Fig. 1: run 1, wiring by layer
(2 px per um)
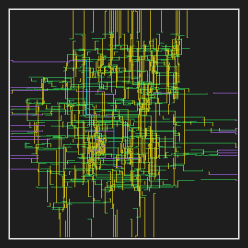
Fig. 2: run 1, clock network drawn from the DEF
(4 px per um)
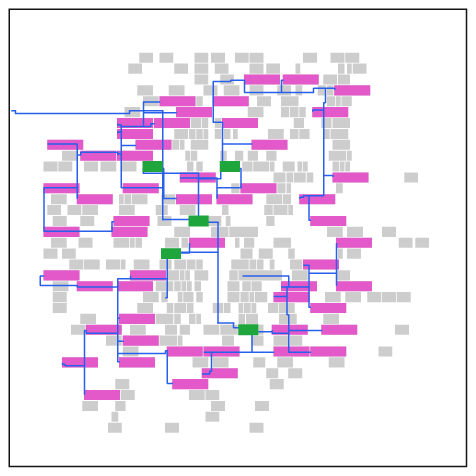
Fig. 3: run 1, M3 wires
(4 px per um)
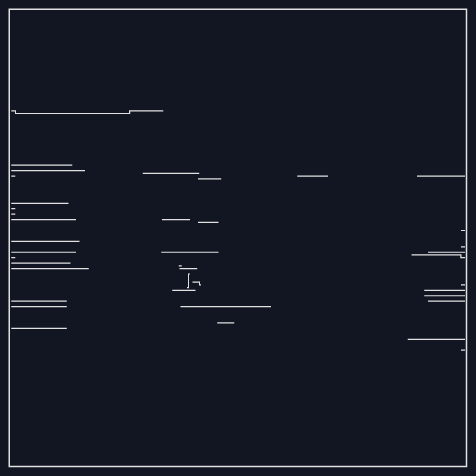
Fig. 4: run 1, clock routing
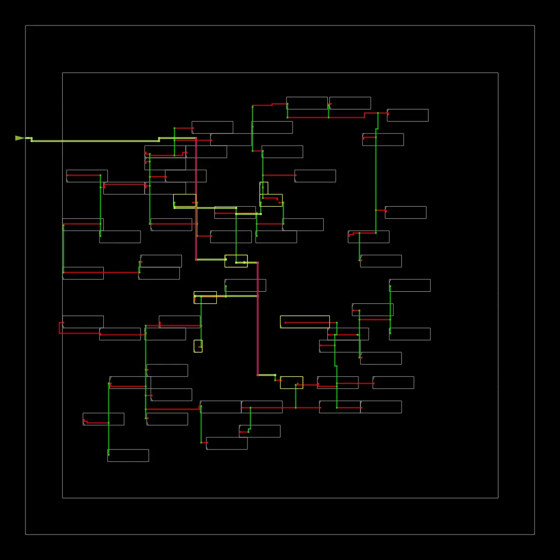
==> src/rtl/k2_pkg.sv <==
// k2_pkg: shared types and constants for the K2 multi-cycle accumulator core.
//   state_t  - FETCH / EXEC / MEM sequencer states
//   instr_t  - 8-bit instruction word {j, c, d[1:0], s, imm[2:0]}
//   D_*      - destination field encodings
//   needs_mem() - true when an instruction must visit the MEM state
package k2_pkg;

    typedef enum logic [1:0] {
        FETCH = 2'd0,
        EXEC  = 2'd1,
        MEM   = 2'd2
    } state_t;

    typedef struct packed {
        logic       j;
        logic       c;
        logic [1:0] d;
        logic       s;
        logic [2:0] imm;
    } instr_t;

    localparam logic [1:0] D_RA  = 2'b00;
    localparam logic [1:0] D_RB  = 2'b01;
    localparam logic [1:0] D_RO  = 2'b10;
    localparam logic [1:0] D_MEM = 2'b11;

    // Stores (D=11) and memory-sourced loads (S=1,C=1) need a data access.
    function automatic logic needs_mem(input instr_t i);
        return (!i.j) && ((i.d == D_MEM) || (i.s && i.c));
    endfunction

endpackage

==> src/rtl/k2_mc_core_if.sv <==
// k2_mc_core_if: instruction- and data-memory handshake bundle.
//   imem_req/imem_addr (master out), imem_valid/imem_rdata (master in)
//   dmem_req/dmem_we/dmem_addr/dmem_wdata (master out), dmem_valid/dmem_rdata (master in)
// Parameters PC_W and DATA_W must match the core instance.
interface k2_mc_core_if #(
    parameter int PC_W   = 4,
    parameter int DATA_W = 8
);
    logic              imem_req;
    logic [PC_W-1:0]   imem_addr;
    logic              imem_valid;
    logic [7:0]        imem_rdata;
    logic              dmem_req;
    logic              dmem_we;
    logic [2:0]        dmem_addr;
    logic [DATA_W-1:0] dmem_wdata;
    logic              dmem_valid;
    logic [DATA_W-1:0] dmem_rdata;

    modport master (
        output imem_req, imem_addr,
        input  imem_valid, imem_rdata,
        output dmem_req, dmem_we, dmem_addr, dmem_wdata,
        input  dmem_valid, dmem_rdata
    );

    modport slave (
        input  imem_req, imem_addr,
        output imem_valid, imem_rdata,
        input  dmem_req, dmem_we, dmem_addr, dmem_wdata,
        output dmem_valid, dmem_rdata
    );
endinterface

==> src/rtl/k2_alu.sv <==
// k2_alu: combinational add/subtract for the K2 core.
//   a, b  in  DATA_W  operands
//   sub   in  1       0: a+b, 1: a+~b+1
//   y     out DATA_W  truncated result
//   cf    out 1       carry-out of bit DATA_W-1
//   zf    out 1       result == 0
module k2_alu #(
    parameter int DATA_W = 8
) (
    input  logic [DATA_W-1:0] a,
    input  logic [DATA_W-1:0] b,
    input  logic              sub,
    output logic [DATA_W-1:0] y,
    output logic              cf,
    output logic              zf
);
    logic [DATA_W-1:0] b_op_s;
    logic [DATA_W:0]   sum_s;

    // One adder serves both ops: subtraction is a + ~b with carry-in 1.
    always_comb begin
        b_op_s = sub ? ~b : b;
        sum_s  = {1'b0, a} + {1'b0, b_op_s} + {{DATA_W{1'b0}}, sub};
    end

    assign y  = sum_s[DATA_W-1:0];
    assign cf = sum_s[DATA_W];
    assign zf = (sum_s[DATA_W-1:0] == {DATA_W{1'b0}});
endmodule

==> src/rtl/k2_mc_core.sv <==
// k2_mc_core: multi-cycle K2 accumulator core (FETCH -> EXEC -> (MEM ->) FETCH).
//   clk, rst_n  clock / asynchronous active-low reset
//   run         1: keep fetching; 0: stop at the next FETCH boundary
//   bus         k2_mc_core_if.master: instruction and data memory handshakes
//   pc, ra, ro  program counter, register A, output register
//   cf, zf      carry / zero flags (updated only by ALU writes)
//   busy        state != FETCH or a fetch request is outstanding
// Optional macro K2_TRACE_EN adds retire_valid / retire_pc / retire_instr.
// Requests are registered: each is raised on the edge that enters its wait
// state, so a memory answering in the same cycle gives 2 cycles/instruction.
module k2_mc_core
    import k2_pkg::*;
#(
    parameter int DATA_W = 8,
    parameter int PC_W   = 4
) (
    input  logic              clk,
    input  logic              rst_n,
    input  logic              run,
    k2_mc_core_if.master      bus,
    output logic [PC_W-1:0]   pc,
    output logic [DATA_W-1:0] ra,
    output logic [DATA_W-1:0] ro,
    output logic              cf,
    output logic              zf,
    output logic              busy
`ifdef K2_TRACE_EN
    ,
    output logic              retire_valid,
    output logic [PC_W-1:0]   retire_pc,
    output logic [7:0]        retire_instr
`endif
);
    state_t            state_r;
    instr_t            instr_r;
    logic [PC_W-1:0]   pc_r;
    logic [DATA_W-1:0] ra_r;
    logic [DATA_W-1:0] rb_r;
    logic [DATA_W-1:0] ro_r;
    logic              cf_r;
    logic              zf_r;
    logic              imem_req_r;
    logic              dmem_req_r;
    logic              dmem_we_r;
    logic [2:0]        dmem_addr_r;
    logic [DATA_W-1:0] dmem_wdata_r;

    logic [PC_W-1:0]   pc_inc_s;
    logic [PC_W-1:0]   imm_pc_s;
    logic [DATA_W-1:0] exec_val_s;
    logic [DATA_W-1:0] alu_y_s;
    logic              alu_cf_s;
    logic              alu_zf_s;
    logic              alu_dest_s;

    k2_alu #(.DATA_W(DATA_W)) u_alu (
        .a   (ra_r),
        .b   (rb_r),
        .sub (instr_r.imm[2]),
        .y   (alu_y_s),
        .cf  (alu_cf_s),
        .zf  (alu_zf_s)
    );

    // Next-pc candidates and the register value produced by a non-memory EXEC.
    always_comb begin
        pc_inc_s   = pc_r + {{(PC_W-1){1'b0}}, 1'b1};
        imm_pc_s   = {{(PC_W-3){1'b0}}, instr_r.imm};
        exec_val_s = instr_r.s ? {{(DATA_W-3){1'b0}}, instr_r.imm} : alu_y_s;
        alu_dest_s = (!instr_r.s) && ((instr_r.d == D_RA) || (instr_r.d == D_RB));
    end

    // Sequencer, register file, flags, pc and registered memory requests.
    always_ff @(posedge clk or negedge rst_n) begin
        if (!rst_n) begin
            state_r      <= FETCH;
            instr_r      <= '{j: 1'b0, c: 1'b0, d: 2'b00, s: 1'b0, imm: 3'b000};
            pc_r         <= {PC_W{1'b0}};
            ra_r         <= {DATA_W{1'b0}};
            rb_r         <= {DATA_W{1'b0}};
            ro_r         <= {DATA_W{1'b0}};
            cf_r         <= 1'b0;
            zf_r         <= 1'b0;
            imem_req_r   <= 1'b0;
            dmem_req_r   <= 1'b0;
            dmem_we_r    <= 1'b0;
            dmem_addr_r  <= 3'b000;
            dmem_wdata_r <= {DATA_W{1'b0}};
        end else begin
            case (state_r)
                FETCH: begin
                    if (imem_req_r) begin
                        // Once raised, the request stays up until answered.
                        if (bus.imem_valid) begin
                            instr_r    <= instr_t'(bus.imem_rdata);
                            imem_req_r <= 1'b0;
                            state_r    <= EXEC;
                        end else begin
                            imem_req_r <= 1'b1;
                        end
                    end else begin
                        imem_req_r <= run;
                    end
                end
                EXEC: begin
                    if (instr_r.j) begin
                        // Conditional jump not taken only when C=1 and cf=0.
                        pc_r       <= (instr_r.c && !cf_r) ? pc_inc_s : imm_pc_s;
                        imem_req_r <= run;
                        state_r    <= FETCH;
                    end else if (needs_mem(instr_r)) begin
                        dmem_req_r   <= 1'b1;
                        dmem_we_r    <= (instr_r.d == D_MEM);
                        dmem_addr_r  <= instr_r.imm;
                        dmem_wdata_r <= ra_r;
                        state_r      <= MEM;
                    end else begin
                        case (instr_r.d)
                            D_RA:    ra_r <= exec_val_s;
                            D_RB:    rb_r <= exec_val_s;
                            D_RO:    ro_r <= ra_r;
                            default: ro_r <= ro_r;
                        endcase
                        if (alu_dest_s) begin
                            cf_r <= alu_cf_s;
                            zf_r <= alu_zf_s;
                        end
                        pc_r       <= pc_inc_s;
                        imem_req_r <= run;
                        state_r    <= FETCH;
                    end
                end
                MEM: begin
                    if (bus.dmem_valid) begin
                        if (!dmem_we_r) begin
                            case (instr_r.d)
                                D_RA:    ra_r <= bus.dmem_rdata;
                                D_RB:    rb_r <= bus.dmem_rdata;
                                D_RO:    ro_r <= ra_r;
                                default: ro_r <= ro_r;
                            endcase
                        end
                        dmem_req_r <= 1'b0;
                        dmem_we_r  <= 1'b0;
                        pc_r       <= pc_inc_s;
                        imem_req_r <= run;
                        state_r    <= FETCH;
                    end else begin
                        dmem_req_r <= 1'b1;
                    end
                end
                default: begin
                    dmem_req_r <= 1'b0;
                    dmem_we_r  <= 1'b0;
                    imem_req_r <= 1'b0;
                    state_r    <= FETCH;
                end
            endcase
        end
    end

`ifdef K2_TRACE_EN
    logic              retire_s;
    logic              retire_valid_r;
    logic [PC_W-1:0]   retire_pc_r;
    logic [7:0]        retire_instr_r;

    // An instruction retires in EXEC unless it needs memory, else on dmem_valid.
    always_comb begin
        retire_s = ((state_r == EXEC) && !needs_mem(instr_r)) ||
                   ((state_r == MEM) && bus.dmem_valid);
    end

    // Trace capture: pc still holds the retiring instruction's address here.
    always_ff @(posedge clk or negedge rst_n) begin
        if (!rst_n) begin
            retire_valid_r <= 1'b0;
            retire_pc_r    <= {PC_W{1'b0}};
            retire_instr_r <= 8'h00;
        end else begin
            retire_valid_r <= retire_s;
            if (retire_s) begin
                retire_pc_r    <= pc_r;
                retire_instr_r <= instr_r;
            end else begin
                retire_pc_r    <= retire_pc_r;
                retire_instr_r <= retire_instr_r;
            end
        end
    end

    assign retire_valid = retire_valid_r;
    assign retire_pc    = retire_pc_r;
    assign retire_instr = retire_instr_r;
`endif

    assign bus.imem_req   = imem_req_r;
    assign bus.imem_addr  = pc_r;
    assign bus.dmem_req   = dmem_req_r;
    assign bus.dmem_we    = dmem_we_r;
    assign bus.dmem_addr  = dmem_addr_r;
    assign bus.dmem_wdata = dmem_wdata_r;

    assign pc   = pc_r;
    assign ra   = ra_r;
    assign ro   = ro_r;
    assign cf   = cf_r;
    assign zf   = zf_r;
    assign busy = (state_r != FETCH) || imem_req_r;
endmodule

==> src/flat_wrapper.sv <==
// flat-port wrapper written by rule: the top's interface ports become plain ports
module k2_mc_core_flat import k2_pkg::*;
#(
    parameter int DATA_W = 8,
    parameter int PC_W   = 4
)
  (clk, rst_n, run, pc, ra, ro, cf, zf, busy, bus_imem_req, bus_imem_addr, bus_imem_valid, bus_imem_rdata, bus_dmem_req, bus_dmem_we, bus_dmem_addr, bus_dmem_wdata, bus_dmem_valid, bus_dmem_rdata);
  k2_mc_core_if #(.PC_W(PC_W), .DATA_W(DATA_W)) bus_i ();
  input  logic clk;
  input  logic rst_n;
  input  logic run;
  output logic [PC_W-1:0] pc;
  output logic [DATA_W-1:0] ra;
  output logic [DATA_W-1:0] ro;
  output logic cf;
  output logic zf;
  output logic busy;
  output wire logic [$bits(bus_i.imem_req)-1:0] bus_imem_req;
  output wire logic [$bits(bus_i.imem_addr)-1:0] bus_imem_addr;
  input wire logic [$bits(bus_i.imem_valid)-1:0] bus_imem_valid;
  input wire logic [$bits(bus_i.imem_rdata)-1:0] bus_imem_rdata;
  output wire logic [$bits(bus_i.dmem_req)-1:0] bus_dmem_req;
  output wire logic [$bits(bus_i.dmem_we)-1:0] bus_dmem_we;
  output wire logic [$bits(bus_i.dmem_addr)-1:0] bus_dmem_addr;
  output wire logic [$bits(bus_i.dmem_wdata)-1:0] bus_dmem_wdata;
  input wire logic [$bits(bus_i.dmem_valid)-1:0] bus_dmem_valid;
  input wire logic [$bits(bus_i.dmem_rdata)-1:0] bus_dmem_rdata;
  assign bus_imem_req = bus_i.imem_req;
  assign bus_imem_addr = bus_i.imem_addr;
  assign bus_i.imem_valid = bus_imem_valid;
  assign bus_i.imem_rdata = bus_imem_rdata;
  assign bus_dmem_req = bus_i.dmem_req;
  assign bus_dmem_we = bus_i.dmem_we;
  assign bus_dmem_addr = bus_i.dmem_addr;
  assign bus_dmem_wdata = bus_i.dmem_wdata;
  assign bus_i.dmem_valid = bus_dmem_valid;
  assign bus_i.dmem_rdata = bus_dmem_rdata;
  k2_mc_core #(.DATA_W(DATA_W), .PC_W(PC_W)) u_core (.clk(clk), .rst_n(rst_n), .run(run), .bus(bus_i), .pc(pc), .ra(ra), .ro(ro), .cf(cf), .zf(zf), .busy(busy));
endmodule
==> config.mk <==
export PLATFORM = sky130hd
export DESIGN_NAME = k2_mc_core_flat
export DESIGN_NICKNAME = d
export VERILOG_FILES = /design/src/rtl/k2_pkg.sv /design/src/rtl/k2_mc_core_if.sv /design/src/rtl/k2_alu.sv /design/src/rtl/k2_mc_core.sv /design/src/flat_wrapper.sv
export SDC_FILE = /design/constraint.sdc
export NUM_CORES = 1
export LEC_CHECK = 0
export CAP_MARGIN = 0
export CORE_MARGIN = 8
export CORE_UTILIZATION = 30
export DETAILED_ROUTE_END_ITERATION = 10
export GPL_TIMING_DRIVEN = 1
export REMOVE_ABC_BUFFERS = 1
export SLEW_MARGIN = 20
export SYNTH_ARGS = -nofsm -noshare
export SYNTH_HDL_FRONTEND = slang
export SYNTH_SLANG_ARGS = --single-unit
==> constraint.sdc <==
create_clock -name clk -period 6.4 [get_ports clk]
set_input_delay 1.28 -clock clk [delete_from_list [all_inputs] [get_ports clk]]
set_output_delay 1.28 -clock clk [all_outputs]
set_load 0.02 [all_outputs]
==> impl_metrics.json, run 1 <==
{
  "outcome": "complete, no violations",
  "hp-class": "reg -> reg",
  "r2r-end": "u_core.zf",
  "finish.instance_area_mm2": 0.00370,
  "finalSetupTns_ns": 0,
  "pre_cts_ws_ns": 2.75,
  "wirelength_mm": 7.00,
  "syn_inst": 252,
  "max_freq_mhz": 301,
  "topCellsByArea": "dfrtp_1, mux2_2, ha_1, o21ai_0, xor2_1",
  "num-fill-cells": 935,
  "first_pass_iters": 6,
  "die_w_um": 114,
  "ys_async_sr_fraction_pct": 100,
  "arrival_ns": 3.51,
  "grt_pass1_wl_mm": 11.7,
  "worst-path-max-fanout": 10,
  "startpoint": "bus_dmem_valid",
  "postSynthSeqShare_pct": 47.0,
  "fin_nets": 346,
  "synthFlopType": "dfrtp_1",
  "holdCritStartpoint": "u_core.bus.dmem_wdata[4]",
  "ys_types": 41,
  "hold-worst-slack_ns": 0.515,
  "cts_root_buffer": "clkbuf_8",
  "met3_usage_pct": 3.28,
  "htree_levels": 2,
  "dpl.hpwl_mm": 5.26,
  "grt_max_degree": 55,
  "syn_area_mm2": 0.00288,
  "edf_count": 0,
  "dieArea_mm2": 0.0130,
  "regArea_mm2": 0.00135,
  "slowest_stage": "and2_1",
  "routed_via_density": 4.89,
  "pin_count": 62,
  "postLayoutCoreUtil_pct": 39.9
}
## Picture notes: Fig. 1
Cyan stands for M4, wire length 62.6 um. Yellow stands for M2, wire length 3,390 um. Green stands for M1, wire length 3,160 um. Purple stands for M3, wire length 387 um.

## Picture notes: Fig. 2
Magenta stands for flip-flops, count 54. Blue stands for clock wires, length 708 um. Green stands for clock-net drivers, count 5.
There are 6 routed clock nets.

## Picture notes: Fig. 3
The layer carries 387 um of wire. The layer holds 5.5% of the routed length. 34 nets have wire on it. The wires run mostly horizontal. The longest straight run is 28.5 um.

## Picture notes: Fig. 4
cts bufs inserted: 5
clkbuf count: 5
CTS sink cnt: 54
Max Clock Skew: 0.00852 ns

-- run 1: cell type report --
class / instances / share of cell area, %
Multi-Input combinational cell: 182 / 38.9
Sequential cell: 54 / 36.5
Timing Repair Buffer: 63 / 16.8
Tap cell: 129 / 4.36
Clock buffer: 5 / 1.86
Clock inverter: 3 / 1.08
Inverter: 5 / 0.507
-- run 1: worst max-delay path: cells and delay by family --
family	cells	cell delay, ns
simple gates	2	0.66
mux	1	0.39
buf+inv	1	0.47
compound gates	2	0.71
-- run 1: kinds of logic after synthesis --
| group | Yosys count | synth area share (%) |
|---|---|---|
| flops | 54 | 47.0 |
| compound gates | 52 | 11.3 |
| buf+inv | 16 | 3.00 |
| simple gates | 55 | 9.83 |
| fa+ha+maj | 14 | 6.35 |
| mux | 49 | 18.9 |
| xor+xnor | 12 | 3.65 |
-- run 1: worst min path at each step --
stage                                    end  cells after the start
floorplan                  u_core.instr_r[6]                      1
global placement                u_core.ro[1]                      1
finish              u_core.bus.dmem_wdata[4]                      1
global route        u_core.bus.dmem_wdata[6]                      1
detailed placement  u_core.bus.dmem_wdata[4]                      1
CTS                 u_core.bus.dmem_wdata[4]                      1
-- run 1: metal layers --
metal | up-vias | part of all wire [%]
met2 | 48 | 48
met5 | - | 0
li1 | 1030 | -
met4 | 0 | 0.89
met1 | 1072 | 45
met3 | 7 | 5.5
Fig. 5: run 1, logic cells by family
(2 px per um)
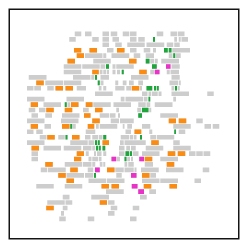

--- run 2 (diff from run 1) ---
- clock period: 6.4 -> 2.8 ns (I/O delays scaled with it)
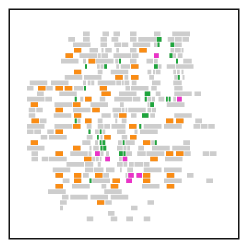
Fig. 6. Logic cells by family (run 2).
(2 px per um)
Magenta stands for non-inverting ao/oa cells, cells 8. Green stands for nand cells, cells 32. Orange stands for mux cells, cells 49.

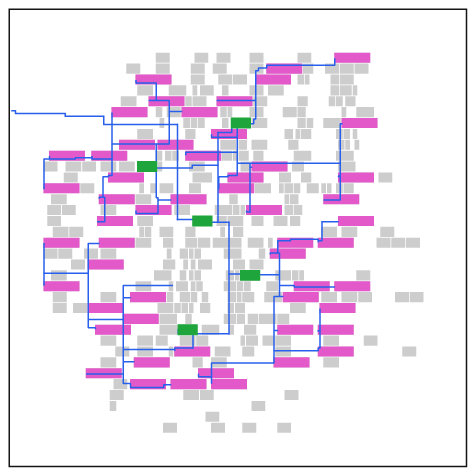
Fig. 7. Clock network drawn from the DEF (run 2).
(4 px per um)
clk latency late pin: 0.31 ns

==> impl_metrics.json, run 2 <==
{
  "outcome": "complete, no violations",
  "ys_sh_adder_pct": 6.35,
  "hp-class": "in -> async",
  "met3_usage_pct": 3.22,
  "die_w_um": 114,
  "dieArea_mm2": 0.0130,
  "ys_sh_mux_pct": 18.9,
  "top_logic_kind": "multiplexers",
  "num-fill-cells": 931,
  "cts_buffers": 5,
  "routed_via_density": 4.79,
  "fin_nets": 353,
  "highest_layer": "met4",
  "hold-worst-slack_ns": 0.168,
  "postSynthSeqShare_pct": 47.0,
  "pre_cts_ws_ns": 0.142,
  "postLayoutCoreUtil_pct": 40.1,
  "topCellsByArea": "dfrtp_1, mux2_2, ha_1, o21ai_0, xor2_1",
  "cp.required_ns": 3.04,
  "cts_root_buffer": "clkbuf_8",
  "htree_levels": 2,
  "pin_count": 62,
  "ys_types": 41,
  "regArea_mm2": 0.00135,
  "simple_gate_share_pct": 9.83,
  "arrival_ns": 2.86,
  "cts_tree": "done",
  "cts_sinks": 54,
  "wl_met3_um": 427,
  "dr_wl_met2_mm": 3.39,
  "synthFlopType": "dfrtp_1",
  "ys_sh_aoi_pct": 11.3,
  "dpl.hpwl_mm": 5.35,
  "wirelength_mm": 7.17,
  "finalHoldViolCount": 0,
  "period_needed_ns": 2.62,
  "worst-path-max-fanout": 7,
  "syn_inst": 252
}
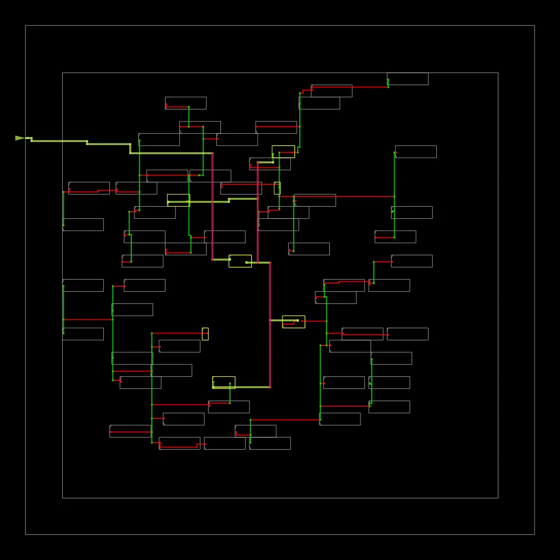
Fig. 8. Clock routing (run 2).
FFs & Latches: 54
Max Clock Skew: 0.0114 ns
clkbuf count: 7

run 2: cell count changes in the layout (fill, tap and decap cells not counted):
cell and delta:
buf_4 +7, bufinv_16 -1, clkbuf_1 +2, clkinv_2 -2, mux2i_1 -1, mux2i_2 +1
run 2: cell families (layout without fill, tap and decap cells):
group                    Yosys count  in the layout
multiplexers                      49             49
AND-OR/OR-AND                     52             52
buffers and inverters             16             82
flip-flops                        54             54
XOR/XNOR                          12             12
adder cells (fa/ha/maj)           14             14
AND/OR/NAND/NOR                   55             55
run 2: final timing paths:
path	from	to	slack, ns
hold / removal	rst_n	u_core.rb_r[7]	0.17
hold reg to reg	u_core.bus.dmem_wdata[4]	u_core.bus.dmem_wdata[4]	0.51
min in group clk	u_core.bus.dmem_wdata[4]	u_core.bus.dmem_wdata[4]	0.51
setup reg to reg	u_core.imm_pc_s[2]	u_core.zf	0.18
setup / recovery	u_core.imm_pc_s[2]	u_core.zf	0.18
max in group asynchronous	rst_n	u_core.bus.imem_addr[2]	1.80
run 2: cell type report:
class                           instances  share of cell area [%]
Tap cell                              129                    4.33
Multi-Input combinational cell        182                    38.8
Clock buffer                            7                    2.05
Sequential cell                        54                    36.3
Timing Repair Buffer                   70                    18.1
Inverter                                5                   0.504
run 2: timing repair:
| item | in CTS | in global routing |
|---|---|---|
| setup endpoints to repair | 0 | 2 |
| hold buffers | 0 | 0 |
| resized | 0 | 1 |
run 2: critical path: stages (launching register included):
cell and delay (ns):
dfrtp_1 0.49, mux2i_2 0.28, inv_1 0.09, fa_1 0.41
xor2_1 0.19, or4_1 0.43, or4_1 0.53, o21ai_1 0.14
